### config.mk
export PLATFORM = sky130hd
export DESIGN_NAME = multicycle_controller
export DESIGN_NICKNAME = d
export VERILOG_FILES = /design/src/rtl/multicycle_controller.sv
export SDC_FILE = /design/constraint.sdc
export NUM_CORES = 1
export LEC_CHECK = 0
export ABC_AREA = 0
export ABC_CLOCK_PERIOD_IN_PS = 3000
export CORE_MARGIN = 3
export CORE_UTILIZATION = 48
export DETAILED_ROUTE_END_ITERATION = 6
export GPL_TIMING_DRIVEN = 0
export PLACE_DENSITY = 0.78
export SLEW_MARGIN = 15
export SYNTH_ARGS = -nofsm -noshare
export SYNTH_HDL_FRONTEND = slang
export SYNTH_SLANG_ARGS = --single-unit
### constraint.sdc
create_clock -name clk -period 3 [get_ports clk]
set_clock_uncertainty 0.1 [all_clocks]
set_input_delay 0.9 -clock clk [delete_from_list [all_inputs] [get_ports clk]]
set_output_delay 0.9 -clock clk [all_outputs]
set_load 0.01 [all_outputs]
### src/rtl/multicycle_controller.sv
// Main control FSM for the multi-cycle MIPS datapath.
// Sequences fetch/decode/execute/memory/writeback and counts retired instructions.
module multicycle_controller #(
    parameter int COUNT_W = 32
) (
    input  logic               clk,
    input  logic               rst,
    input  logic [5:0]         opcode,
    input  logic               zero,
    input  logic               mem_ready,
    output logic               PCWrite,
    output logic               PCWriteCond,
    output logic               IorD,
    output logic               MemRead,
    output logic               MemWrite,
    output logic               IRWrite,
    output logic               RegDst,
    output logic               MemtoReg,
    output logic               RegWrite,
    output logic               ALUSrcA,
    output logic [1:0]         ALUSrcB,
    output logic [1:0]         PCSrc,
    output logic [2:0]         ALUop,
    output logic               illegal_op,
    output logic [3:0]         state,
    output logic [COUNT_W-1:0] instr_count
);

    typedef enum logic [3:0] {
        FETCH  = 4'd0,
        DECODE = 4'd1,
        MEMADR = 4'd2,
        MEMRD  = 4'd3,
        MEMWB  = 4'd4,
        MEMWR  = 4'd5,
        EXEC   = 4'd6,
        ALUWB  = 4'd7,
        BRANCH = 4'd8,
        ADDIEX = 4'd9,
        IMMWB  = 4'd10,
        JUMP   = 4'd11,
        ANDIEX = 4'd12
    } state_t;

    localparam logic [5:0] OP_R    = 6'b000000;
    localparam logic [5:0] OP_LW   = 6'b100011;
    localparam logic [5:0] OP_SW   = 6'b101011;
    localparam logic [5:0] OP_BEQ  = 6'b000100;
    localparam logic [5:0] OP_J    = 6'b000010;
    localparam logic [5:0] OP_ADDI = 6'b001000;
    localparam logic [5:0] OP_ANDI = 6'b001100;

    localparam logic [COUNT_W-1:0] CNT_ONE = COUNT_W'(1);

    state_t             cur;
    state_t             nxt;
    logic [5:0]         op_q;
    logic [COUNT_W-1:0] cnt;
    logic               retire;

    logic               is_r;
    logic               is_mem;
    logic               is_beq;
    logic               is_j;
    logic               is_addi;
    logic               is_andi;
    logic               q_lw;
    logic               q_sw;

    logic               pcw;
    logic               pcwc;
    logic               mrd;
    logic               mwr;
    logic               irw;
    logic               rgw;
    logic               ill;

    assign is_r    = (opcode == OP_R);
    assign is_mem  = (opcode == OP_LW) || (opcode == OP_SW);
    assign is_beq  = (opcode == OP_BEQ);
    assign is_j    = (opcode == OP_J);
    assign is_addi = (opcode == OP_ADDI);
    assign is_andi = (opcode == OP_ANDI);

    // MEMADR runs after the IR may have moved on, so it uses the copy taken in DECODE
    assign q_lw = (op_q == OP_LW);
    assign q_sw = (op_q == OP_SW);

    always_ff @(posedge clk) begin
        if (rst) begin
            cur  <= FETCH;
            op_q <= 6'd0;
            cnt  <= '0;
        end else begin
            cur <= nxt;
            if (cur == DECODE) begin
                op_q <= opcode;
            end
            if (retire) begin
                cnt <= cnt + CNT_ONE;
            end
        end
    end

    always_comb begin
        nxt      = FETCH;
        retire   = 1'b0;
        pcw      = 1'b0;
        pcwc     = 1'b0;
        mrd      = 1'b0;
        mwr      = 1'b0;
        irw      = 1'b0;
        rgw      = 1'b0;
        ill      = 1'b0;
        IorD     = 1'b0;
        RegDst   = 1'b0;
        MemtoReg = 1'b0;
        ALUSrcA  = 1'b0;
        ALUSrcB  = 2'b00;
        PCSrc    = 2'b00;
        ALUop    = 3'b000;
        case (cur)
            FETCH: begin
                mrd     = 1'b1;
                ALUSrcB = 2'b01;
                if (mem_ready) begin
                    irw = 1'b1;
                    pcw = 1'b1;
                    nxt = DECODE;
                end else begin
                    nxt = FETCH;
                end
            end
            DECODE: begin
                ALUSrcB = 2'b11;
                unique case (1'b1)
                    is_r:    nxt = EXEC;
                    is_mem:  nxt = MEMADR;
                    is_beq:  nxt = BRANCH;
                    is_j:    nxt = JUMP;
                    is_addi: nxt = ADDIEX;
                    is_andi: nxt = ANDIEX;
                    default: begin
                        nxt = FETCH;
                        ill = 1'b1;
                    end
                endcase
            end
            MEMADR: begin
                ALUSrcA = 1'b1;
                ALUSrcB = 2'b10;
                unique case (1'b1)
                    q_lw:    nxt = MEMRD;
                    q_sw:    nxt = MEMWR;
                    default: nxt = FETCH;
                endcase
            end
            MEMRD: begin
                IorD = 1'b1;
                mrd  = 1'b1;
                nxt  = mem_ready ? MEMWB : MEMRD;
            end
            MEMWB: begin
                MemtoReg = 1'b1;
                rgw      = 1'b1;
                retire   = 1'b1;
                nxt      = FETCH;
            end
            MEMWR: begin
                IorD = 1'b1;
                mwr  = 1'b1;
                if (mem_ready) begin
                    retire = 1'b1;
                    nxt    = FETCH;
                end else begin
                    nxt = MEMWR;
                end
            end
            EXEC: begin
                ALUSrcA = 1'b1;
                ALUop   = 3'b010;
                nxt     = ALUWB;
            end
            ALUWB: begin
                RegDst = 1'b1;
                rgw    = 1'b1;
                retire = 1'b1;
                nxt    = FETCH;
            end
            BRANCH: begin
                ALUSrcA = 1'b1;
                ALUop   = 3'b001;
                pcwc    = 1'b1;
                PCSrc   = 2'b01;
                retire  = 1'b1;
                nxt     = FETCH;
            end
            ADDIEX: begin
                ALUSrcA = 1'b1;
                ALUSrcB = 2'b10;
                ALUop   = 3'b011;
                nxt     = IMMWB;
            end
            IMMWB: begin
                rgw    = 1'b1;
                retire = 1'b1;
                nxt    = FETCH;
            end
            JUMP: begin
                pcw    = 1'b1;
                PCSrc  = 2'b10;
                retire = 1'b1;
                nxt    = FETCH;
            end
            ANDIEX: begin
                ALUSrcA = 1'b1;
                ALUSrcB = 2'b10;
                ALUop   = 3'b100;
                nxt     = IMMWB;
            end
            default: nxt = FETCH;
        endcase
    end

    // Reset kills every write strobe immediately, even mid-access
    assign PCWrite     = pcw  & ~rst;
    assign PCWriteCond = pcwc & ~rst;
    assign MemRead     = mrd  & ~rst;
    assign MemWrite    = mwr  & ~rst;
    assign IRWrite     = irw  & ~rst;
    assign RegWrite    = rgw  & ~rst;
    assign illegal_op  = ill  & ~rst;

    assign state       = cur;
    assign instr_count = cnt;

    logic unused_zero;
    assign unused_zero = zero;

endmodule

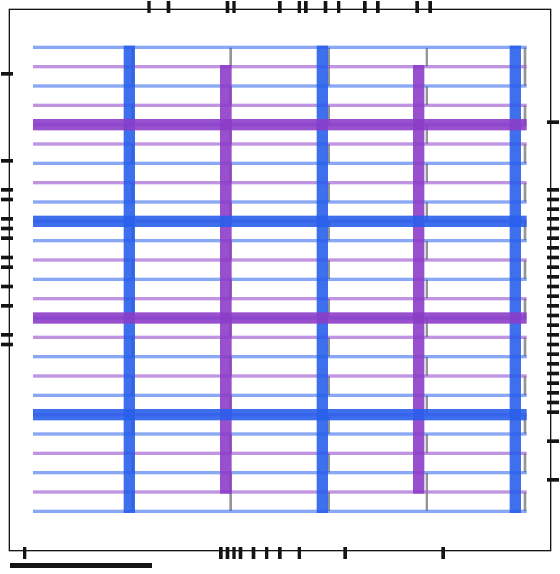
**Above:** run 1 (PDN straps and rails).
The bar under the picture is 20 µm long. Pins as bars on the die edge. Tap cells in grey.
Key: purple = VDD; blue = VSS
5 straps on met4. 25 met1 rails follow the rows. The core has 24 rows.

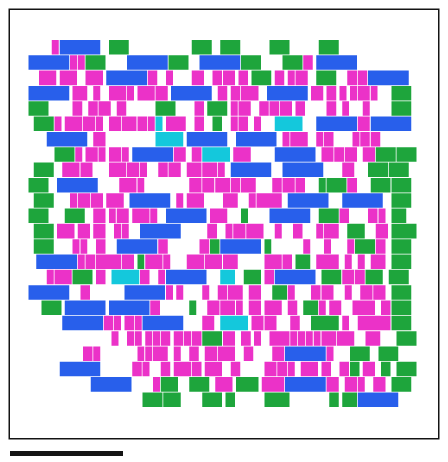
**Above:** run 1 (cell classes on the final placement).
The bar under the picture is 20 µm long.
Key: cyan = clock drivers and dummy loads [cells 7]; magenta = remaining logic cells [cells 254]; blue = registers [cells 42]; green = remaining buffers and delay cells [cells 78]
Finished Cell Area: 3160 µm²
Final Util: 0.696
Core Region: 4530 µm²
row count: 24
flop share of the area: 0.266

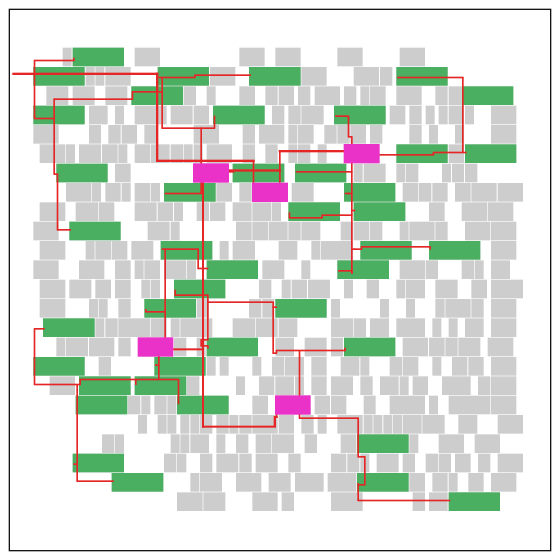
**Above:** run 1 (clock wires, drivers and flops).
Key: magenta = clock-net drivers [count 5]; red = clock wires [length 505 µm]; green = flip-flops [count 42]
Position of the flops: widely spread. There are 6 routed clock nets.
clock share of power: 0.339
clk pwr: 346 µW
Clk Latency, worst-skew pair: 290 ps

==> run 1: routing by layer <==
layer,track usage,vias up,routed length [µm]
li1,-,1256,-
met2,0.344,81,2690
met5,0,-,0
met3,0.0474,7,354
met1,0.298,1147,3000
met4,0.0543,0,74
==> run 1: cell type report <==
type / count / area (µm²) / area share
well taps: 65 / 81.3 / 0.0258
multi-input cells: 247 / 1420 / 0.449
flip-flops and latches: 42 / 841 / 0.266
clock buffers: 6 / 72.6 / 0.0230
repair buffers: 61 / 607 / 0.192
plain buffers: 17 / 104 / 0.0329
clock inverters: 1 / 7.51 / 0.00238
inverters: 7 / 26.3 / 0.00832
==> run 1: sequential cells by signal, indices dropped and copies added (netlist names) <==
register,count
instr_count,32
state,4
op_q,6
==> run 1: per-stage QoR <==
step / area (µm²) / setup WS [ps]
floorplan: 2350 / 451
global placement: 3040 / -552
detailed placement: 3040 / -580
CTS: 3140 / 19.4
global route: 3160 / 4.71
finish: 3160 / 98.6
==> run 1: worst register-to-register path: cells and delay by family, from the launching register on <==
family                 cells  cell delay [ps]
AOI/OAI and AO/OA          1              140
DFF                        1              420
and+or+nand+nor            4             1400
buffers and inverters      1              270
==> run 1: logic make-up (layout without fill, tap and decap cells) <==
family	Yosys count	count (layout)	synth area share
XOR/XNOR	22	22	0.0820
buffers and inverters	25	92	0.0474
multiplexers	2	2	0.00905
AND/OR/NAND/NOR	160	160	0.345
adder cells (fa/ha/maj)	1	1	0.00532
AND-OR/OR-AND	62	62	0.154
flip-flops	42	42	0.358
==> run 1: where the power goes <==
| part | leakage [µW] | switching, µW | internal (µW) |
|---|---|---|---|
| combinational | 0.000654 | 64.6 | 44.0 |
| sequential | 0.000339 | 3.79 | 564 |
| clock | 0.0000373 | 187 | 160 |
==> results.toml, run 1 <==
# yosys + openroad results
[worst_setup_path]
cp.depth = 4
r2r-end = "instr_count[30]"
cp.required_ps = 2000
startpoint = "rst"
r2r_cells = 6
startpoint_type = "input pin"
end_kind = "primary output"

[pwr]
peakVddDrop_mv = 0.235
power.density_nw_per_um2 = 324

[logic_synthesis]
top_cells_by_count = "dfxtp_1 (42), nand2_1 (37), nor2_1 (37), a21oi_1 (27), xnor2_1 (16)"
flop_cell = "dfxtp_1"
syn-num-nets = 325
synth.largest_area_cell = "dfxtp_1"
yosysChipArea_um2 = 2350
synth_cells = 314
synthesis.area_um2 = 2350
top_cells_by_area = "dfxtp_1 (36%), xnor2_1 (6.0%), nand2_1 (5.9%)"
top_cell_area_share = 0.358
top_cell = "dfxtp_1"

[placed_design]
io_buffers = 61
place_congestion = 0.913
dp.final_hpwl_um = 4600

[global_routing]
grt_max_degree = 13
grt_pass1_wl_um = 10500
grt_usage = 0.216

[sta]
tns_ps = 0
final_max_slew_viol_count = 0
finalSetupViolations = 0
max_freq_ghz = 0.345
rsz0062_at_grt = "no"

[finish]
fillers = 410
final_cells = 446
synthToLayoutAreaGrowth_pct = 34.4

[clocking]
clk_path_buf_depth = 2
cts.hold.buffers_added = 0
cts.clk_slew.worst_paths_ps = 70
cts_resized = 25
clockRootBuffer = "clkbuf_8"

[detailed_routing]
vias = 2491
drc_errors = 0

[min_path]
hold_end = "op_q[4]"
whs_path_depth = 2

[run]
warning_count = 27
drv_cap = 0

[floorplanning]
die_h_um = 76.0
ioPinCount = 64
die-area_um2 = 5770
fp_util = 0.518

[outcome]
status = "finished, final reports clean"
**Run 1: signal wires by layer**

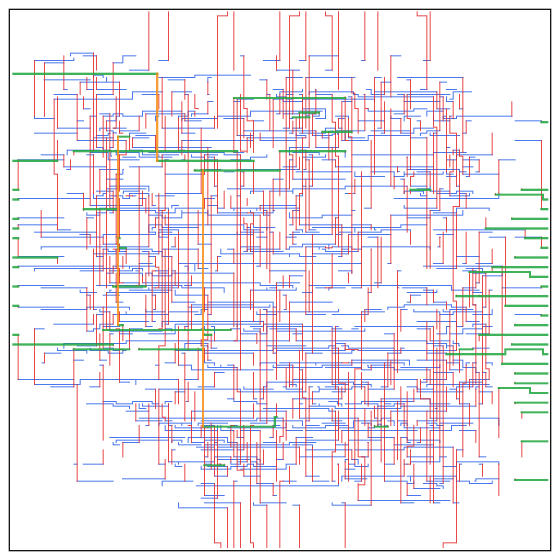

==> run 2, diff against run 1 <==
Settings changed: ABC_CLOCK_PERIOD_IN_PS 3000 to 2400, CORE_UTILIZATION 48 to 44, PLACE_DENSITY 0.78 to 0.75.
Clock period 3 ns to 2.4 ns, I/O delays scaled along.
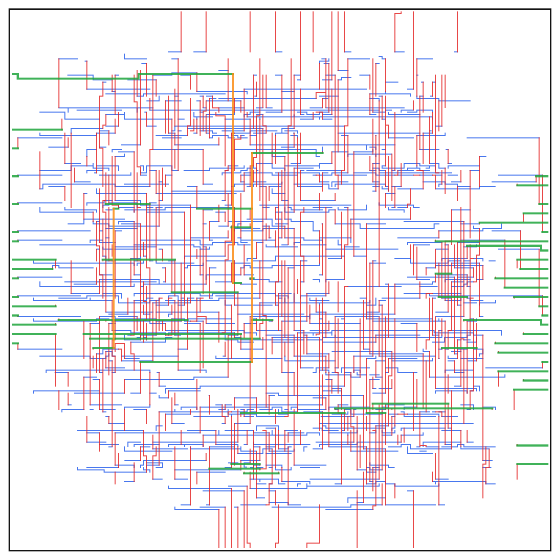
**Above:** run 2 (signal wires by layer).
Key: green = M3 [wire length 431 µm]; red = M2 [wire length 2,890 µm]; orange = M4 [wire length 81.6 µm]; blue = M1 [wire length 3,100 µm]
routed vias: 2,564
total wire length: 6500 µm
wire per inst: 14.3 µm

==> results.toml, run 2 <==
# yosys + openroad results
[outcome]
status = "finished, final reports clean"

[clocking]
cts.hold.buffers_added = 0
clockRootBuffer = "clkbuf_8"
cts_resized = 71

[floorplanning]
fp_util = 0.475
ioPinCount = 64

[finish]
post-route-util = 0.667
synthToLayoutAreaGrowth_pct = 40.3

[pwr]
p_int_uw = 995
comb_power_uw = 146
p_clk_frac = 0.365
peakVddDrop_mv = 0.386
swShare = 0.260
power.largest_group = "registers"
seq_cell_power_uw = 708

[detailed_routing]
drc_errors = 0

[logic_synthesis]
syn-num-nets = 325
top_cells_by_count = "dfxtp_1 (42), nand2_1 (37), nor2_1 (37), a21oi_1 (27), xnor2_1 (16)"
synth_cells = 314

[sta]
rsz0062_at_grt = "yes"
finalSetupViolations = 0

[run]
drv_cap = 0
warning_count = 29

[placed_design]
io_buffers = 61

[worst_setup_path]
startpoint_type = "flop"
end_kind = "primary output"

[global_routing]
grt_max_degree = 14
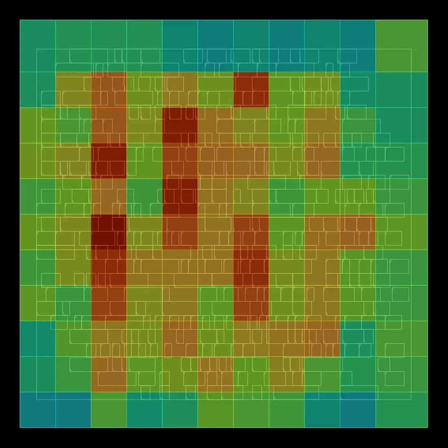
**Above:** run 2 (track usage over the die).
met3 usage: 0.0442
busiest grt layer: met2
GRT Util Overall: 0.213
met1 Use GR: 0.307

[run 2: metal layers]
layer / part of all wire / GRT usage
met1: 0.48 / 0.307
met2: 0.44 / 0.323
met3: 0.066 / 0.0442
met4: 0.012 / 0.0567
met5: 0 / 0
[run 2: metrics by stage]
step,std cells,setup TNS [ps],cell area (µm²),setup WS [ps]
2_1_floorplan,314,0,2350,125
3_3_place_gp,442,-14220,3040,-771
3_5_place_dp,442,-14680,3040,-778
4_1_cts,451,-64.8,3200,-41.2
5_1_grt,454,-133,3300,-47.6
6_report,454,0,3300,3.64
[run 2: cells by family after synthesis]
group / count (synthesis) / synth area share
simple gates: 160 / 0.345
compound gates: 62 / 0.154
flops: 42 / 0.358
buf+inv: 25 / 0.0474
xor+xnor: 22 / 0.0820
mux: 2 / 0.00905
fa+ha+maj: 1 / 0.00532
[run 2: path summary, 6_finish.rpt]
| path | startpoint | slack [ps] | endpoint | depth (start not counted) |
|---|---|---|---|---|
| worst max-delay path | state[3] | 4 | RegWrite | 7 |
| worst max register to register | instr_count[2] | 140 | instr_count[29] | 6 |
| worst min register to register | op_q[5] | 360 | op_q[5] | 2 |
| worst min-delay path | op_q[5] | 360 | op_q[5] | 2 |
[run 2: critical path: stages, from the launching register on]
cell,delay (ps)
dfxtp_4,390
clkbuf_16,170
clkinv_8,50
nand2_8,40
mux2_4,270
nor2_2,100
o21a_1,120
buf_2,130
[run 2: cell type report]
| cell class | count | area, µm² | area share |
|---|---|---|---|
| buffer | 15 | 133 | 0.0402 |
| clock buffer | 6 | 82.6 | 0.0250 |
| clock inverter | 2 | 12.5 | 0.00380 |
| inverter | 7 | 38.8 | 0.0118 |
| multi-input combinational | 247 | 1480 | 0.449 |
| sequential | 42 | 851 | 0.258 |
| tap | 67 | 83.8 | 0.0254 |
| timing repair buffer | 68 | 617 | 0.187 |
Power is estimated from default activity; no workload was simulated.
